## src/rtl/alu_pkg.sv

```systemverilog
// Shared definitions for the ALU result stage: operation codes, the captured
// result record and the skid-buffer occupancy states.
package alu_pkg;

  localparam int ALU_W = 32;

  localparam logic [2:0] ALU_AND  = 3'b000;
  localparam logic [2:0] ALU_OR   = 3'b001;
  localparam logic [2:0] ALU_ADD  = 3'b010;
  localparam logic [2:0] ALU_XOR  = 3'b011;
  localparam logic [2:0] ALU_NOR  = 3'b100;
  localparam logic [2:0] ALU_RSVD = 3'b101;
  localparam logic [2:0] ALU_SUB  = 3'b110;
  localparam logic [2:0] ALU_SLT  = 3'b111;

  typedef struct packed {
    logic [ALU_W-1:0] result;
    logic             zero;
    logic             ovf;
    logic             illegal;
  } alu_res_t;

  typedef enum logic [1:0] {
    BUF_EMPTY = 2'd0,
    BUF_ONE   = 2'd1,
    BUF_TWO   = 2'd2
  } buf_state_e;

endpackage

```

## src/rtl/alu_skid_buf.sv

```systemverilog
// Generic 2-entry valid/ready skid buffer; M drives the outputs, S absorbs the
// one extra beat accepted while downstream stalls. in_ready/out_valid are flops.
module alu_skid_buf
  import alu_pkg::*;
#(
  parameter int PW = 8
) (
  input  logic          clk,
  input  logic          rst_n,
  input  logic          in_valid,
  output logic          in_ready,
  input  logic [PW-1:0] in_data,
  output logic          out_valid,
  input  logic          out_ready,
  output logic [PW-1:0] out_data
);

  buf_state_e    state_q, state_d;
  logic [PW-1:0] m_q, m_d;
  logic [PW-1:0] s_q, s_d;
  logic          in_ready_q, in_ready_d;
  logic          out_valid_q, out_valid_d;
  logic          in_xfer_s;
  logic          out_xfer_s;

  assign in_xfer_s  = in_valid && in_ready_q;
  assign out_xfer_s = out_valid_q && out_ready;

  // Occupancy transitions and data movement between M and S
  always_comb begin
    state_d = state_q;
    m_d     = m_q;
    s_d     = s_q;
    case (state_q)
      BUF_EMPTY: begin
        if (in_xfer_s) begin
          m_d     = in_data;
          state_d = BUF_ONE;
        end else begin
          state_d = BUF_EMPTY;
        end
      end
      BUF_ONE: begin
        if (in_xfer_s && !out_xfer_s) begin
          s_d     = in_data;
          state_d = BUF_TWO;
        end else if (in_xfer_s && out_xfer_s) begin
          m_d     = in_data;
        end else if (out_xfer_s) begin
          state_d = BUF_EMPTY;
        end else begin
          state_d = BUF_ONE;
        end
      end
      BUF_TWO: begin
        if (out_xfer_s) begin
          m_d     = s_q;
          state_d = BUF_ONE;
        end else begin
          state_d = BUF_TWO;
        end
      end
      default: state_d = BUF_EMPTY;
    endcase
    in_ready_d  = (state_d != BUF_TWO);
    out_valid_d = (state_d != BUF_EMPTY);
  end

  // State, payload and handshake registers
  always_ff @(posedge clk or negedge rst_n) begin
    if (!rst_n) begin
      state_q     <= BUF_EMPTY;
      m_q         <= '0;
      s_q         <= '0;
      in_ready_q  <= 1'b1;
      out_valid_q <= 1'b0;
    end else begin
      state_q     <= state_d;
      m_q         <= m_d;
      s_q         <= s_d;
      in_ready_q  <= in_ready_d;
      out_valid_q <= out_valid_d;
    end
  end

  assign in_ready  = in_ready_q;
  assign out_valid = out_valid_q;
  assign out_data  = m_q;

endmodule

```

## src/rtl/alu_result_stage.sv

```systemverilog
// ALU result stage: selects a unit output, derives zero/overflow/illegal flags at
// capture, buffers them through a skid buffer and counts accepted overflows.
module alu_result_stage
  import alu_pkg::*;
#(
  parameter int WIDTH     = ALU_W,
  parameter int OVF_CNT_W = 8
) (
  input  logic                 clk,
  input  logic                 rst_n,
  input  logic                 in_valid,
  output logic                 in_ready,
  input  logic [2:0]           alu_ctl,
  input  logic [WIDTH-1:0]     and_y,
  input  logic [WIDTH-1:0]     or_y,
  input  logic [WIDTH-1:0]     xor_y,
  input  logic [WIDTH-1:0]     nor_y,
  input  logic [WIDTH-1:0]     add_y,
  input  logic [WIDTH-1:0]     sub_y,
  input  logic                 add_ovf,
  input  logic                 sub_ovf,
  output logic                 out_valid,
  input  logic                 out_ready,
  output logic [WIDTH-1:0]     out_result,
  output logic                 out_zero,
  output logic                 out_ovf,
  output logic                 out_illegal,
  output logic [OVF_CNT_W-1:0] ovf_count
);

  alu_res_t               res_s;
  alu_res_t               buf_out_s;
  logic                   in_xfer_s;
  logic [OVF_CNT_W-1:0]   ovf_count_q, ovf_count_d;

  // Result select and flag derivation; reserved code yields a zero result
  always_comb begin
    res_s         = '0;
    res_s.illegal = 1'b0;
    case (alu_ctl)
      ALU_AND: res_s.result = and_y;
      ALU_OR:  res_s.result = or_y;
      ALU_XOR: res_s.result = xor_y;
      ALU_NOR: res_s.result = nor_y;
      ALU_ADD: begin
        res_s.result = add_y;
        res_s.ovf    = add_ovf;
      end
      ALU_SUB: begin
        res_s.result = sub_y;
        res_s.ovf    = sub_ovf;
      end
      ALU_SLT: res_s.result = {{(WIDTH-1){1'b0}}, sub_y[WIDTH-1] ^ sub_ovf};
      default: begin
        res_s.result  = '0;
        res_s.illegal = 1'b1;
      end
    endcase
    res_s.zero = (res_s.result == '0);
  end

  assign in_xfer_s = in_valid && in_ready;

  // Saturating overflow counter advanced only on accepted overflowing ops
  always_comb begin
    if (in_xfer_s && res_s.ovf && (ovf_count_q != {OVF_CNT_W{1'b1}})) begin
      ovf_count_d = ovf_count_q + {{(OVF_CNT_W-1){1'b0}}, 1'b1};
    end else begin
      ovf_count_d = ovf_count_q;
    end
  end

  // Overflow counter register
  always_ff @(posedge clk or negedge rst_n) begin
    if (!rst_n) begin
      ovf_count_q <= '0;
    end else begin
      ovf_count_q <= ovf_count_d;
    end
  end

  alu_skid_buf #(
    .PW ($bits(alu_res_t))
  ) u_skid (
    .clk       (clk),
    .rst_n     (rst_n),
    .in_valid  (in_valid),
    .in_ready  (in_ready),
    .in_data   (res_s),
    .out_valid (out_valid),
    .out_ready (out_ready),
    .out_data  (buf_out_s)
  );

  assign out_result  = buf_out_s.result;
  assign out_zero    = buf_out_s.zero;
  assign out_ovf     = buf_out_s.ovf;
  assign out_illegal = buf_out_s.illegal;
  assign ovf_count   = ovf_count_q;

endmodule
```

## config.mk

```make
export PLATFORM = sky130hd
export DESIGN_NAME = alu_result_stage
export DESIGN_NICKNAME = d
export VERILOG_FILES = /design/src/rtl/alu_pkg.sv /design/src/rtl/alu_skid_buf.sv /design/src/rtl/alu_result_stage.sv
export SDC_FILE = /design/constraint.sdc
export NUM_CORES = 1
export LEC_CHECK = 0
export CORE_MARGIN = 10
export CORE_UTILIZATION = 39
export CTS_BUF_LIST = sky130_fd_sc_hd__clkbuf_4
export DETAILED_ROUTE_END_ITERATION = 10
export GPL_ROUTABILITY_DRIVEN = 0
export GPL_TIMING_DRIVEN = 0
export PLACE_DENSITY = 0.87
export REMOVE_ABC_BUFFERS = 1
export SYNTH_ARGS = -nofsm -noshare
export SYNTH_HDL_FRONTEND = slang
export SYNTH_SLANG_ARGS = --single-unit
```

## constraint.sdc

```tcl
create_clock -name clk -period 1.7 [get_ports clk]
set_input_delay 0.34 -clock clk [delete_from_list [all_inputs] [get_ports clk]]
set_output_delay 0.34 -clock clk [all_outputs]
set_load 0.05 [all_outputs]
```

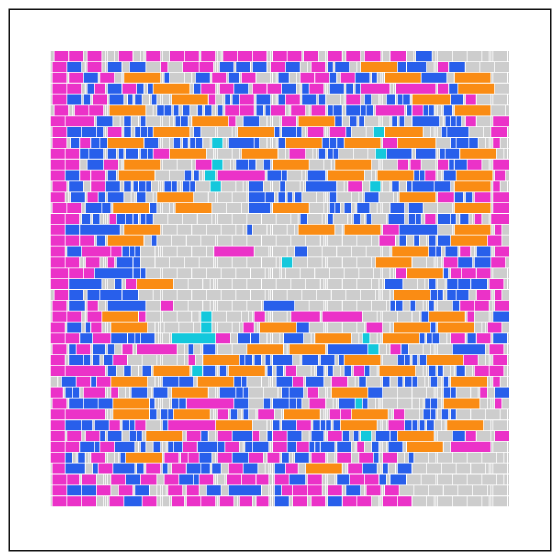
(run_1/cell_classes.png)
Fill, decap, tap and diode cells in gray.
color	class	cells	share of their area
cyan	clock drivers and dummy loads	16	1.6%
magenta	other buffers and delay cells	297	36%
orange	flip-flops	82	24%
blue	all other logic	448	38%
number of cell rows: 42
sequential cell area share: 0.238
post-route core utilization: 0.659
Floorplan Core Area: 0.0131 mm²
post-route design area: 0.00865 mm²

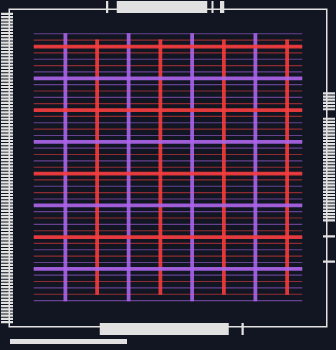
(run_1/pdn.png)
Bar = 50 µm. Pins as bars on the die edge.
color	net
red	VDD
purple	VSS
met1 rails	43
met4 straps	8
Worst VDD drop: 0.566 mV
width of the chip: 135 µm
die height: 135 µm

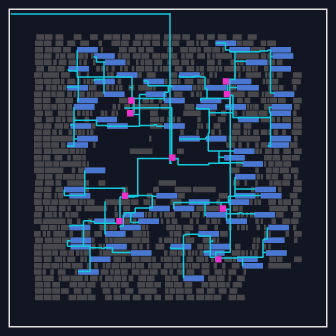
(run_1/clock_map.png)
[magenta] cells driving clock nets | count: 9
[blue] flip-flops | count: 82
[cyan] clock wires | length: 1190 µm
routed clock nets	10

==> results_slide.txt, run 1 <==
Synthesis and Place & Route Summary

Routing
  • Final Routed Wirelength: 22.7 mm
  • DR WL met3: 2.22 mm
  • Count of antenna-violating nets left after detailed routing: 0
  • Routed length on met1: 8.62 mm
  • Highest signal layer in the routed design: met4
  • First-pass DRT Iterations: 5
  • Average vias per placed instance: 5.51

GRT
  • Largest net degree at the start of global routing: 49
  • All-Layer GR Usage: 0.235
  • Number of global-route vias before repair: 5808
  • Peak-usage layer in the global routing report: met2
  • GR met2 Demand/Resource: 0.404
  • GRT met3 Usage: 0.0827

Synthesis
  • Share of synthesized cell area in and-or and or-and compound cells: 0.180
  • Post-synth EDFFs: 0
  • Dominant register cell: sky130_fd_sc_hd__dfrtp_1
  • Synthesized instance count: 569
  • Cell Area, Synth: 0.00519 mm²
  • Unique cell types: 56
  • Ys cells: 569
  • Share of synthesized registers carrying an async set or reset: 1.00
  • Chip area line of the yosys report: 0.00519 mm²
  • Synthesized area per cell: 9.11 µm²

Power and ir drop
  • Internal power contribution: 0.00528 W
  • Sequential cell power: 0.00328 W
  • Comb power: 0.00547 W
  • Power group with the highest consumption: combinational logic
  • Total power: 0.00995 W
  • Switching power total: 0.00467 W

Place
  • Post-place instance area: 0.00769 mm²

Setup path
  • CP Data Required Time: 2.08 ns
  • Count of buffering cells on the critical path with inverters included: 1
  • Critical path startpoint category: input port
  • Slack of the worst reg-to-reg path: 0.04 ns
  • Master of the slowest instance on the critical path: sky130_fd_sc_hd__mux4_2
  • Startpoint of the lowest-slack register-to-register path: u_skid.in_ready

Run status
  • Outcome: complete, but fails checks
  • Failing checks: negative setup slack

Final timing
  • Headroom to the max-slew limit: 0.615
  • Actual transition at the worst max-transition pin: 0.575 ns
  • RSZ-0062 raised after global routing: yes
  • Worst Slack Setup Final: -0.217 ns
  • Number of endpoints failing setup at the final stage: 2
  • Pins Over Slew Limit: 0

Worst hold path
  • Hold path startpoint: alu_ctl[2]
  • Endpoint of the worst hold-timing path: u_skid.s_q[0]

Layout
  • Non-clock buffer area fraction after layout: 0.351
  • Area growth from synthesis to final layout: 66.9%
  • Number of diodes added for antenna fixing: 2
  • Ratio of cells with drive above 1 in the final layout: 0.235
  • Relative area of clock buffers and inverters in the final design: 0.0159
  • Total Nets Final: 1040
  • Combined flip-flop and latch cell area: 0.00206 mm²
  • Final cell count without fillers: 1021
  • Top logic cells by instance count in the layout: 178 x sky130_fd_sc_hd__clkdlybuf4s50_1, 100 x sky130_fd_sc_hd__nand2_1, 90 x sky130_fd_sc_hd__o21ai_0

Clock tree
  • TritonCTS sink count: 82
  • H-tree depth: 3
  • Post-CTS Repair Setup Buffers: 27
  • Number of CTS-inserted buffers: 9
  • Cells resized by post-CTS repair: 190

Die
  • Die area: 0.0183 mm²
  • Fp_density: 0.395
  • Ports: 246
[run 1: cell usage after synthesis, drive strengths merged, types with 2 or more instances]
library cell,instances,area [µm²]
nand3,7,35.0
buf,20,170
mux4,2,48.8
a221oi,5,43.8
nand3b,2,15.0
o21ai,95,475
a221o,5,50.1
a22oi,2,15.0
o2bb2ai,3,26.3
nand4,7,50.1
o22ai,11,68.8
clkbuf,23,87.6
nor2,25,93.8
a222oi,3,30.0
and3b,3,30.0
dfrtp,81,2030
a21oi,28,140
o221ai,3,32.5
nand2,102,383
mux2i,67,671
xor2,2,17.5
nor2b,2,12.5
and4bb,2,25.0
nand2b,9,56.3
or2,4,25.0
inv,7,26.3
xnor2,6,52.6
and2b,2,17.5
mux2,28,315
==> inputs of run 2 (changes only) <==
SLEW_MARGIN = 20   (was unset)
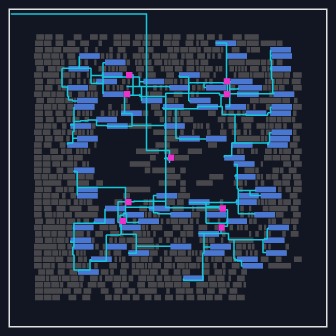
(run_2/clock_map.png)
clock skew after layout: 0.0161 ns
power of the clock network: 0.00132 W
Latency at later pin: 0.44 ns
portion of total power attributed to the clock network: 0.128

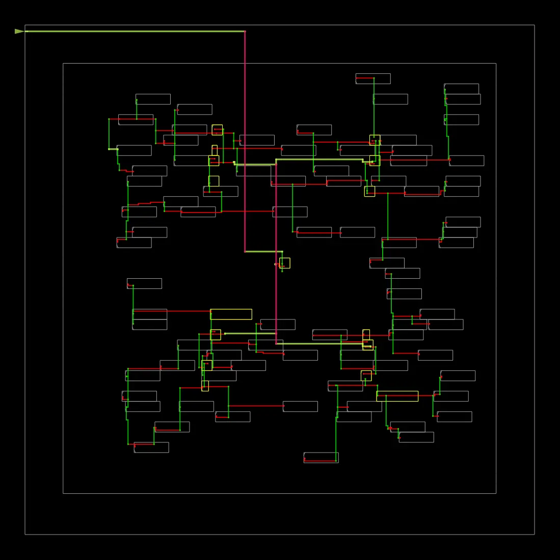
(run_2/final_clocks.png)
number of CTS-inserted buffers: 9
tally of clock buffers in the finished layout: 10
TritonCTS sink count: 82
flip-flop and latch count: 82

==> run 2 against run 1 <==
The run still ends with negative setup slack left. Combinational power increased by 4%. Routed wire length increased by 5.5%. Synthesized cell count unchanged.
==> results_slide.txt, run 2 <==
Synthesis and Place & Route Summary

Synthesis
  • Dominant register cell: sky130_fd_sc_hd__dfrtp_1
  • Post-synth EDFFs: 0
  • Synthesized instance count: 569
  • Register bit count reported by yosys: 82
  • Post-synth area hogs: sky130_fd_sc_hd__dfrtp_1 39%, sky130_fd_sc_hd__mux2i_1 13%, sky130_fd_sc_hd__o21ai_0 8.9%
  • Chip area line of the yosys report: 0.00519 mm²
  • Synth top area share: 0.391
  • Ys cells: 569
  • Share of synthesized cell area in and-or and or-and compound cells: 0.180
  • Share of synthesized registers carrying an async set or reset: 1.00
  • Unique cell types: 56
  • Dominant cell by count in the synthesized netlist: sky130_fd_sc_hd__nand2_1
  • Most frequent cells after synthesis: 102 x sky130_fd_sc_hd__nand2_1, 92 x sky130_fd_sc_hd__o21ai_0, 81 x sky130_fd_sc_hd__dfrtp_1
  • Cell Area, Synth: 0.00519 mm²
  • Synthesized area per cell: 9.11 µm²
  • Largest area contributor in the netlist: sky130_fd_sc_hd__dfrtp_1

GRT
  • Number of global-route vias before repair: 6020
  • GR met2 Demand/Resource: 0.428
  • All-Layer GR Usage: 0.250
  • Global-route wire length before repair: 34.8 mm
  • Peak-usage layer in the global routing report: met2
  • Largest net degree at the start of global routing: 49
  • GRT met3 Usage: 0.0831

Run status
  • Outcome: complete, but fails checks
  • Failing checks: negative setup slack

Layout
  • Total Nets Final: 1052
  • Number of diodes added for antenna fixing: 1
  • Top logic cells by instance count in the layout: 172 x sky130_fd_sc_hd__clkdlybuf4s50_1, 99 x sky130_fd_sc_hd__nand2_1, 79 x sky130_fd_sc_hd__dfrtp_1
  • Sequential cell area share: 0.234
  • Area growth from synthesis to final layout: 69.6%
  • Relative area of clock buffers and inverters in the final design: 0.0178
  • Combined flip-flop and latch cell area: 0.00206 mm²
  • Non-clock buffer area fraction after layout: 0.350
  • Ratio of cells with drive above 1 in the final layout: 0.247

Setup path
  • Count of buffering cells on the critical path with inverters included: 2
  • Endpoint type of the worst setup path: flip-flop
  • Critical path startpoint category: input port
  • CP Data Required Time: 2.08 ns
  • Worst reg2reg path depth: 5
  • Slack of the worst reg-to-reg path: 0 ns
  • Master of the slowest instance on the critical path: sky130_fd_sc_hd__or3b_4
  • Startpoint of the lowest-slack register-to-register path: u_skid.in_ready
  • Reg2Reg Capture Point: u_skid.s_q[21]

Final timing
  • Actual transition at the worst max-transition pin: 0.643 ns
  • RSZ-0062 raised after global routing: yes
  • Pins Over Slew Limit: 0
  • Worst Slack Setup Final: -0.177 ns
  • Headroom to the max-slew limit: 0.570
  • Number of endpoints failing setup at the final stage: 2

Die
  • Die height: 135 µm
  • Fp_density: 0.395
  • Die area: 0.0183 mm²
  • Ports: 246
  • Floorplan Core Area: 0.0131 mm²
  • Width of the chip: 135 µm
  • Number of cell rows: 42

Routing
  • First-pass DRT Iterations: 5
  • DRC violation count after routing: 0
  • Highest signal layer in the routed design: met4
  • Count of antenna-violating nets left after detailed routing: 0
  • Met2 wirelength from detailed routing: 11.8 mm
  • Routed length on met1: 9.18 mm
  • Average vias per placed instance: 5.54
  • DR WL met3: 2.36 mm
  • Final Routed Wirelength: 23.9 mm

Place
  • Port Buffer Count: 245

Worst hold path
  • Endpoint of the worst hold-timing path: u_skid.s_q[29]
  • Hold path startpoint: alu_ctl[2]

Clock tree
  • H-tree depth: 3

Power and ir drop
  • Comb power: 0.00567 W
  • Worst VDD drop: 0.644 mV
  • Switching power total: 0.00490 W
  • Power group with the highest consumption: combinational logic
  • Static leakage power: 3.98 nW
  • Net switching fraction of the power: 0.475
  • Total power: 0.0103 W
  • Sequential cell power: 0.00333 W
  • Internal power contribution: 0.00543 W
-- run 2: stage by stage --
step	cell area (µm²)	cells	setup WS, ns	util
finish	8800	1032	-0.177	0.670
global placement	7600	947	-4.12	0.579
detailed placement	7720	952	-1.87	0.588
floorplan	4930	526	-1.03	-
global route	8800	1032	-0.241	0.670
CTS	8610	1012	-0.126	0.656
-- run 2: tightest hold or removal path, cell delays in order --
cell                      delay, ns
sky130_fd_sc_hd__buf_12        0.11
sky130_fd_sc_hd__o21ai_0       0.11
sky130_fd_sc_hd__nand2_1       0.11
sky130_fd_sc_hd__o21ai_0       0.09
-- run 2: timing repair --
item | in CTS | in global routing
resized | 194 | 79
buffers inserted | 31 | 15
pin swaps | 23 | 16
endpoints found under the hold margin | 34 | 0
hold buffers | 1 | 0
gates cloned | 12 | 4
endpoints found under the setup margin | 122 | 86
Power and IR drop assume default switching activity.
